### config.mk
export PLATFORM = sky130hd
export DESIGN_NAME = stage_fetch
export DESIGN_NICKNAME = d
export VERILOG_FILES = /design/src/rtl/stage_fetch.sv
export SDC_FILE = /design/constraint.sdc
export NUM_CORES = 2
export LEC_CHECK = 0
export CAP_MARGIN = 40
export CORE_MARGIN = 4
export CORE_UTILIZATION = 53
export CTS_CLUSTER_SIZE = 28
export DETAILED_ROUTE_END_ITERATION = 16
export PLACE_DENSITY_LB_ADDON = 0.1
export SLEW_MARGIN = 20
export SYNTH_ARGS = -nofsm -noshare
export SYNTH_HDL_FRONTEND = slang
export SYNTH_SLANG_ARGS = --single-unit
### constraint.sdc
create_clock -name clk -period 15 [get_ports clk]
set_clock_uncertainty 0.2 [all_clocks]
set_input_delay 1.5 -clock clk [delete_from_list [all_inputs] [get_ports clk]]
set_output_delay 1.5 -clock clk [all_outputs]
set_load 0.01 [all_outputs]
### src/rtl/stage_fetch.sv
// Fetch stage: PC register, next-PC selection and a direct-mapped branch target
// buffer with 2-bit saturating counters, looked up combinationally on the current PC.
module stage_fetch #(
    parameter logic [31:0] RESET_PC    = 32'h0000_0000,
    parameter int          BTB_ENTRIES = 16
) (
    input  logic        clk,
    input  logic        rst,
    input  logic        stall,
    input  logic        redirect,
    input  logic [31:0] redirectPc,
    input  logic        updateEn,
    input  logic [31:0] updatePc,
    input  logic        updateTaken,
    input  logic [31:0] updateTarget,
    output logic [31:0] imemAddr,
    input  logic [31:0] imemData,
    output logic [31:0] instrF,
    output logic [31:0] pcF,
    output logic [31:0] pcPlus4F,
    output logic        bPredictedTakenF
);

    localparam int IDX  = $clog2(BTB_ENTRIES);
    localparam int TAGW = 30 - IDX;

    logic [31:0] pc;
    logic [31:0] pcNext;

    logic [BTB_ENTRIES-1:0]                 btbValid;
    logic [BTB_ENTRIES-1:0][TAGW-1:0]       btbTag;
    logic [BTB_ENTRIES-1:0][31:0]           btbTarget;
    logic [BTB_ENTRIES-1:0][1:0]            btbCtr;

    logic [IDX-1:0]  fetchIdx;
    logic [TAGW-1:0] fetchTag;
    logic            fetchHit;

    logic [IDX-1:0]  updIdx;
    logic [TAGW-1:0] updTag;
    logic            updHit;
    logic [1:0]      updCtrOld;
    logic [1:0]      updCtrNew;
    logic            unusedUpdLow;

    assign fetchIdx = pc[IDX+1:2];
    assign fetchTag = pc[31:IDX+2];
    assign fetchHit = btbValid[fetchIdx] && (btbTag[fetchIdx] == fetchTag);
    assign bPredictedTakenF = fetchHit && btbCtr[fetchIdx][1];

    assign updIdx       = updatePc[IDX+1:2];
    assign updTag       = updatePc[31:IDX+2];
    assign updHit       = btbValid[updIdx] && (btbTag[updIdx] == updTag);
    assign updCtrOld    = btbCtr[updIdx];
    assign unusedUpdLow = ^updatePc[1:0];

    always_comb begin
        updCtrNew = updCtrOld;
        if (updateTaken) begin
            if (updCtrOld != 2'b11) updCtrNew = updCtrOld + 2'b01;
        end else begin
            if (updCtrOld != 2'b00) updCtrNew = updCtrOld - 2'b01;
        end
    end

    // Redirect beats stall, stall beats the prediction.
    always_comb begin
        if (redirect)
            pcNext = redirectPc;
        else if (stall)
            pcNext = pc;
        else if (bPredictedTakenF)
            pcNext = btbTarget[fetchIdx];
        else
            pcNext = pc + 32'd4;
    end

    always_ff @(posedge clk or posedge rst) begin
        if (rst)
            pc <= RESET_PC;
        else
            pc <= pcNext;
    end

    genvar gi;
    generate
        for (gi = 0; gi < BTB_ENTRIES; gi++) begin : gEntry
            logic            entryValid;
            logic [TAGW-1:0] entryTag;
            logic [31:0]     entryTarget;
            logic [1:0]      entryCtr;
            logic            entrySel;

            assign entrySel = updateEn && (updIdx == IDX'(gi));

            // Not-taken misses leave the entry alone so a live branch is not evicted.
            always_ff @(posedge clk or posedge rst) begin
                if (rst) begin
                    entryValid <= 1'b0;
                    entryTag   <= '0;
                    entryCtr   <= 2'b01;
                end else if (entrySel) begin
                    if (updHit) begin
                        entryCtr <= updCtrNew;
                    end else if (updateTaken) begin
                        entryValid <= 1'b1;
                        entryTag   <= updTag;
                        entryCtr   <= 2'b10;
                    end
                end
            end

            // Targets carry no reset; they are only consulted behind a valid bit.
            always_ff @(posedge clk) begin
                if (entrySel && updateTaken && !rst)
                    entryTarget <= updateTarget;
            end

            assign btbValid[gi]  = entryValid;
            assign btbTag[gi]    = entryTag;
            assign btbTarget[gi] = entryTarget;
            assign btbCtr[gi]    = entryCtr;
        end
    endgenerate

    assign imemAddr = pc;
    assign pcF      = pc;
    assign pcPlus4F = pc + 32'd4;
    assign instrF   = imemData;

endmodule
Metal 1:
Supply wires on this layer in gray.
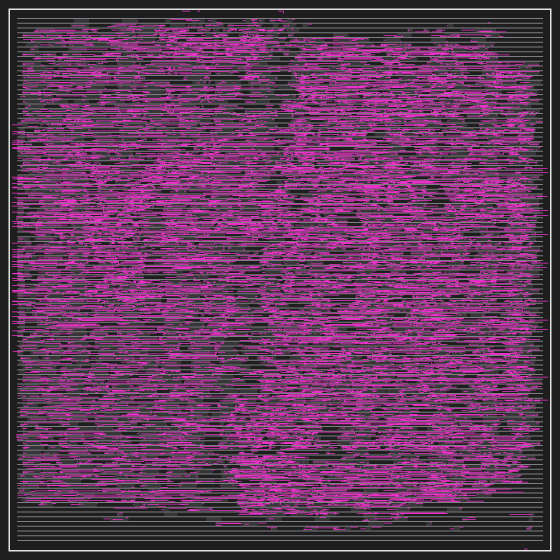
The layer holds 37% of the routed length. The layer carries 59.2 mm of wire.

Register map, names as in the netlist:
Other sequential cells in the stronger gray, the rest of the logic in the fainter gray.
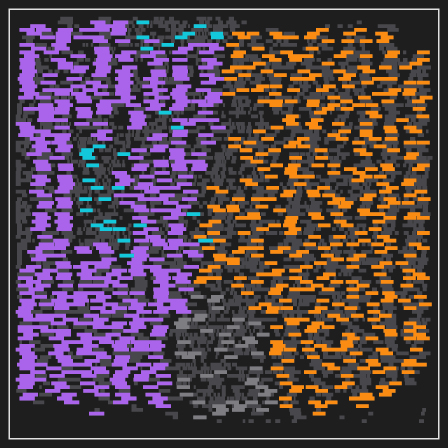
Key: `gEntry.entryTarget` = purple [flops 512]; `gEntry.entryTag` = orange [flops 416]; `imemAddr` = cyan [flops 32]

layout make-up:
cell class                 instances  area (µm²)  share of cell area [%]
sequential                      1008       27800                    51.2
multi-input combinational       1679       18400                    33.8
timing repair buffer             301        3070                    5.65
clock buffer                     153        3050                    5.60
tap                             1176        1470                    2.71
clock inverter                    44         483                   0.888
inverter                          20        78.8                   0.145
antenna                            3        7.51                  0.0138
where the power goes:
group          switching, mW  total, mW  internal (mW)
clock network           1.10       2.65           1.55
registers              0.225       3.39           3.17
logic                  0.704       1.45          0.750
total                   2.03       7.50           5.47
per-layer routing:
layer	global-route usage, %	wire length [µm]	vias up
met5	0	15	-
met4	15.8	8590	4
met3	8.51	18100	495
met2	51.2	73700	2257
met1	44.9	59200	17100
li1	-	-	12800
==> results_slide.txt <==
Key Metrics from the Run

Yosys
  – Leading area contributor after synthesis: edfxtp_1
  – Mux frac, synth: 18.5%
  – Post-Syn Nets: 3254
  – Cells after Synth: 3119
  – Yosys warning count: 0
  – Distinct lib cells used: 70
  – Synthesized area per cell: 15.4 µm²
  – Register bit total from synthesis: 1008
  – Ys async rst share: 49.2%
  – Area fraction in compound gates: 12.8%
  – Sequential fraction of the synthesis area: 57.7%
  – XOR/XNOR Area Share: 1.31%
  – Adder Share, Synth: 0.0675%
  – Yosys simple share: 5.12%

Status
  – Status: finished, final reports clean

Worst setup path
  – Slowest stage delay, CP: 830 ps
  – Worst Setup SP: updatePc[3]
  – Setup crit end: gEntry[13].entryTag[17]
  – Stages on worst setup path: 13
  – R2R setup slack: 8980 ps
  – Most frequent CP cell: buf_4
  – CP Max Fanout: 200
  – CP max stage cell: or3_4
  – WP data required: 15350 ps
  – Worst path arrival time: 8380 ps
  – FF-to-FF End: gEntry[13].entryTag[17]

Placement
  – GP Congestion: 0.840
  – Placed instance count: 4174
  – HPWL after detailed placement: 89300 µm
  – Setup slack at placement: 6470 ps

Timing
  – Fmax: 125 MHz
  – Max_slew headroom: 24.2%
  – Endpoints failing setup: 0
  – Min cycle time layout: 8020 ps
  – Max-slew violation count: 0
  – Worst-Margin Slew: 1140 ps

CTS
  – Clock sink count: 1008
  – Reg clk slew, reported paths: 70 ps
  – CTS Buffer Depth: 3
  – CTS buffer count: 104
  – Root Driver: clkbuf_16
  – Insertion Delay late pin: 680 ps
  – CTS Hold Bufs: 0

Routing
  – DR iter-0 viols: 4342
  – Final antenna-violating net count: 0
  – Drt drc: 0

Floorplan
  – Site Rows: 110
  – I/O pin total: 263
  – Die width: 310 µm
  – Fp_density: 53.4%
  – Die extent in y: 310 µm

Cells and area
  – Fillers: 6715
  – Fin area: 0.0544 mm²
  – Dominant logic cell types in the final layout: edfxtp_1, dfrtp_1, a32o_1
  – Register bank with the most flops: gEntry.entryTarget
  – Top flop regs: gEntry.entryTarget: 512 flops, gEntry.entryTag: 416 flops

Power and ir drop
  – Total power: 7.50 mW
  – Pleak: 19.5 nW
  – PwrDens: 138 mW/mm²

Min path
  – Hold crit path type: reg2reg
  – Hold wc startpoint: gEntry[6].entryCtr[0]
  – Worst Hold End: gEntry[6].entryCtr[0]

Flow run
  – Max Cap Viol: 0

Global route
  – Total track usage: 33.2%
Power and IR drop assume default switching activity.
